**src/rtl/octal_to_binary.sv**
```systemverilog
// Registered 8-to-3 one-hot encoder with valid/err flags; optional macro OCTAL_TO_BINARY_PRIORITY_EN selects priority encoding of multi-hot inputs.
// Latency: 1 cycle from sampled o to b/valid/err.
// Backpressure: none; en=0 holds all outputs, one code per cycle otherwise.
module octal_to_binary (
    input  logic       clk,
    input  logic       rst,
    input  logic       en,
    input  logic [7:0] o,
    output logic [2:0] b,
    output logic       valid,
    output logic       err
);

    logic [2:0] b_q, b_d;
    logic       valid_q, valid_d;
    logic       err_q, err_d;

    logic [3:0] hot_cnt;
    logic [2:0] top_idx;
    logic       one_hot;
    logic       multi_hot;

    // Highest set bit doubles as the index of the only set bit when one-hot.
    always_comb begin
        hot_cnt = 4'd0;
        top_idx = 3'd0;
        for (int i = 0; i < 8; i++) begin
            if (o[i]) begin
                hot_cnt = hot_cnt + 4'd1;
                top_idx = 3'(i);
            end
        end
    end

    assign one_hot   = (hot_cnt == 4'd1);
    assign multi_hot = (hot_cnt > 4'd1);

    always_comb begin
        b_d     = b_q;
        valid_d = valid_q;
        err_d   = err_q;
        if (en) begin
            err_d = multi_hot;
            if (one_hot) begin
                b_d     = top_idx;
                valid_d = 1'b1;
            end else if (multi_hot) begin
`ifdef OCTAL_TO_BINARY_PRIORITY_EN
                b_d     = top_idx;
                valid_d = 1'b1;
`else
                b_d     = 3'd0;
                valid_d = 1'b0;
`endif
            end else begin
                b_d     = 3'd0;
                valid_d = 1'b0;
            end
        end
    end

    always_ff @(posedge clk) begin
        if (rst) begin
            b_q     <= 3'd0;
            valid_q <= 1'b0;
            err_q   <= 1'b0;
        end else begin
            b_q     <= b_d;
            valid_q <= valid_d;
            err_q   <= err_d;
        end
    end

    assign b     = b_q;
    assign valid = valid_q;
    assign err   = err_q;

endmodule

```
**config.mk**
```make
export PLATFORM = sky130hd
export DESIGN_NAME = octal_to_binary
export DESIGN_NICKNAME = d
export VERILOG_FILES = /design/src/rtl/octal_to_binary.sv
export SDC_FILE = /design/constraint.sdc
export NUM_CORES = 1
export LEC_CHECK = 0
export CAP_MARGIN = 5
export CORE_MARGIN = 5
export CORE_UTILIZATION = 55
export CTS_CLUSTER_SIZE = 24
export DETAILED_ROUTE_END_ITERATION = 16
export GPL_TIMING_DRIVEN = 0
export HOLD_SLACK_MARGIN = 0.12
export PLACE_DENSITY = 0.94
export SLEW_MARGIN = 20
export SYNTH_ARGS = -nofsm -noshare
export SYNTH_HDL_FRONTEND = slang
export SYNTH_SLANG_ARGS = --single-unit
```
**constraint.sdc**
```tcl
create_clock -name clk -period 7 [get_ports clk]
set_clock_uncertainty 0.2 [all_clocks]
set_input_delay 0.7 -clock clk [delete_from_list [all_inputs] [get_ports clk]]
set_output_delay 0.7 -clock clk [all_outputs]
set_load 0.02 [all_outputs]
```
Figure 1. Logic cells by family.
(8 px per micron)
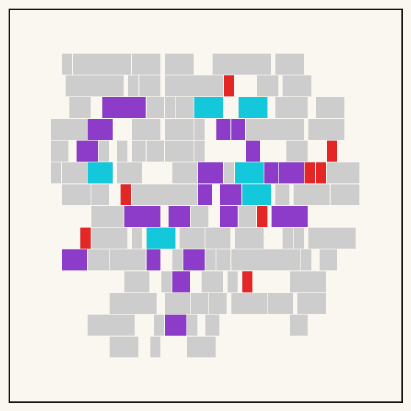
Key: cyan = non-inverting ao/oa cells [cells 6, where centre]; purple = aoi and oai cells [cells 20]; red = inv cells [cells 8]

Figure 2. Port wiring.
(10 px per micron)
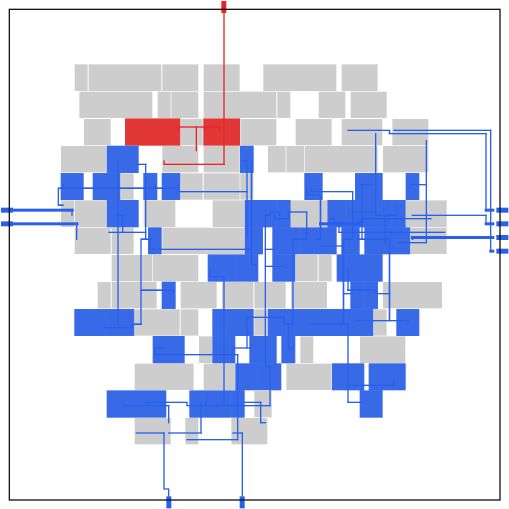
Key: red = rst [bits 1, direction input, end cells 3, buffers 1, wire 29.0 microns]; blue = o [bits 8, direction input, end cells 49, buffers 10, wire 448 microns]
port buffer count: 12
top-level port count: 16

Figure 3. Congestion heat map.
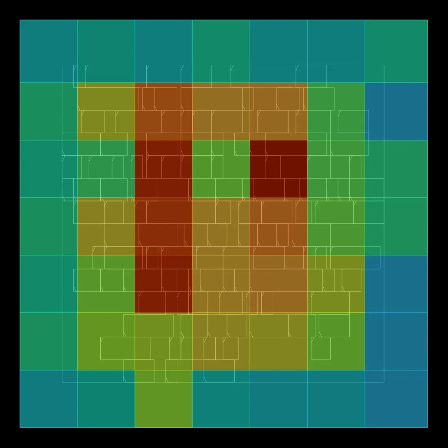
most heavily used metal layer in global routing: met2
routing usage on met2: 28.91%
Layout Utilization: 67.94%

==> impl_metrics.ini <==
; generated from flow reports
[status]
status = finished clean

[final_timing]
final_max_slew_viol_count = 0
max_slew.worst_pin.slew_ps = 506.0
final_min_period_over_clock_period_pct = 73.87
timing.final.setup_violations = 0
setup_tns_ps = 0
finalWorstPathRequiredPeriod_ps = 5171
final.setup.worst_slack_ps = 1829
worst_hold_slack_ps = 272.7
timing.max_slew.rel_slack_pct = 66.04
finalHoldViolCount = 0

[synth]
top_cell = sky130_fd_sc_hd__nor2_1
yosysTopAreaCell = sky130_fd_sc_hd__dfxtp_1
ys_cells = 101
number_of_cells_produced_by_synthesis = 101
synth_flop_count = 5
enable_flop_cells = 0
synthArstFlopShare_pct = 0
floorplan.nets = 119
ys_sh_xor_pct = 18.77
synth.yosys.chip_area_sq_um = 833.3
synth.cell_area_sq_um = 833.3
mux_share_pct = 1.351
yosys_warnings = 0
ys_sh_simple_pct = 23.87
synth.avg_cell_area_sq_um = 8.250

[power_and_ir_drop]
p_int_uw = 123.2
power-per-cell-area_nw_per_um2 = 218.3
power.sequential.total_uw = 35.6
vdd_drop_max_mv = 0.1797
fraction_of_power_spent_switching_nets_pct = 43.57
power.static_leakage_nw = 0.4163
share_of_power_burned_in_registers_pct = 16.3
pwr-share-comb_pct = 68.6
comb_power_uw = 150

[drt]
first_pass_iters = 4
drcViolationCount = 0
route.antenna.remaining_nets = 0
vias_per_cell = 6.000
drt_iter0_drc = 20

[worst_setup_path]
worst-path-stages = 21
reg2regPathDepth = 2
slack_of_the_worst_reg_to_reg_path_ps = 6120
number_of_buffer_and_inverter_instances_along_the_worst_setup_path = 2
critical_path_sink_type = register
critPathCapture = b[0]$_SDFFE_PP0P_
cpMaxStageDelayCell = sky130_fd_sc_hd__clkdlybuf4s50_1
crit_type = in -> reg
worst_path_largest_cell_delay_ps = 510
required_ps = 6970
crit_arrival_ps = 5140
worstPathMaxFanout = 5

[grt]
antenna_found_initial = 0
vias_in_the_first_global_route = 762
grt_first_pass_wirelength_microns = 3277
grt_overflow = 0

[floorplan]
dieHeight_microns = 48.93
core_util_floorplan_pct = 56.63

[worst_hold_path]
holdCritStartpoint = b[1]$_SDFFE_PP0P_
hold_path.class = reg -> reg

[cells_and_area]
final_common_cell = sky130_fd_sc_hd__clkdlybuf4s50_1
layout.non_clock_buffers = 17
combAreaFraction_pct = 66.83
clockNetworkAreaShare_pct = 2.628
final_cell_mix = sky130_fd_sc_hd__clkdlybuf4s50_1 (12), sky130_fd_sc_hd__nor2_1 (9), sky130_fd_sc_hd__inv_1 (8), sky130_fd_sc_hd__nand2_1 (8), sky130_fd_sc_hd__ha_1 (7)
ff_latch_area_sq_um = 100.1
n_clock_buffer = 4
layout.non_clock_inverters = 8
design_area_sq_um = 999.7
finalNetCount = 136
combGateArea_sq_um = 668.1
buffer_area_share_pct = 15.52
finalNonFillerCells = 133
antenna-diode-count = 0
final.fill_count = 127

[run]
timing.max_cap.violations = 0
log.warning_count = 27

[clocking]
post_cts_resize_count = 0
path_clk_slew_ps = 50
htree_num_levels = 1
cts_buffers = 3
post_cts_setup_buffers = 0
clock_tree_from_tritoncts = built
cell_at_the_root_of_the_clock_tree = sky130_fd_sc_hd__clkbuf_4
tritoncts_num_sinks = 5
maximum_buffer_depth_of_the_clock_tree = 2

[placed_design]
place.gp.congestion = 0.7761
Figure 4. Signal metal coverage by tile.
(8 px per micron) The die is cut into 10 by 10 equal tiles; white is low, dark blue is high, scaled to the fullest tile. Values are wire area over tile area, all layers added.
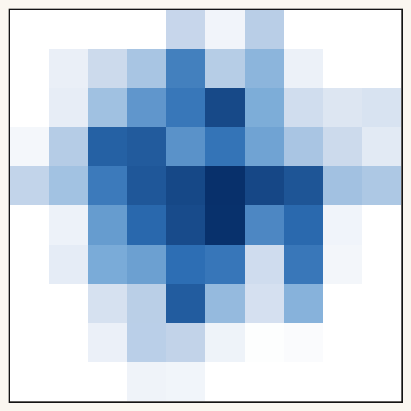
32% of the tiles are nearly empty. The mean over all tiles is 0.13. 26% of the tiles are over half the peak. The densest ninth of the die: centre. The fullest tile reaches 0.43.

Figure 5. Routed clock nets over the placement.
(10 px per micron)
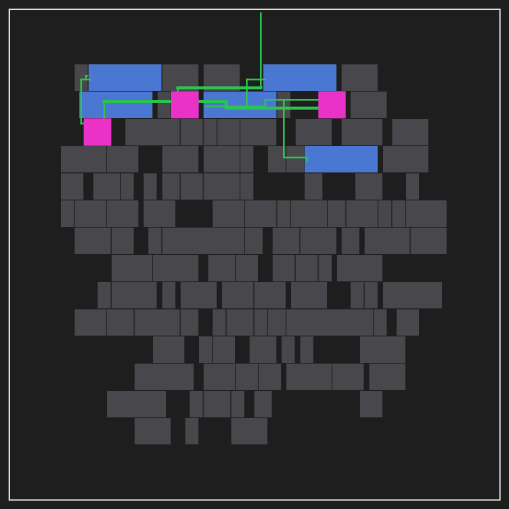
Key: magenta = clock-net drivers [count 3]; green = clock wires [length 78.3 microns]; blue = flip-flops [count 5]
There are 4 routed clock nets.
clock group total power: 33.0 uW
source-to-sink clock delay at the later pin of the worst-skew pair: 240 ps
clock share of power: 15.1%

==> flip-flops by register name, summed over array words and instances, names as in the netlist <==
| name | cells |
|---|---|
| valid | 1 |
| err | 1 |
| b | 3 |
==> per-layer routing <==
metal / share of wire, % / global-route usage (%) / up-vias
met5: 0 / 0 / -
li1: - / - / 403
met2: 51 / 28.91 / 25
met3: 4.3 / 4.893 / 6
met1: 41 / 17.98 / 364
met4: 3.2 / 6.726 / 0
Power and IR drop assume default switching activity.
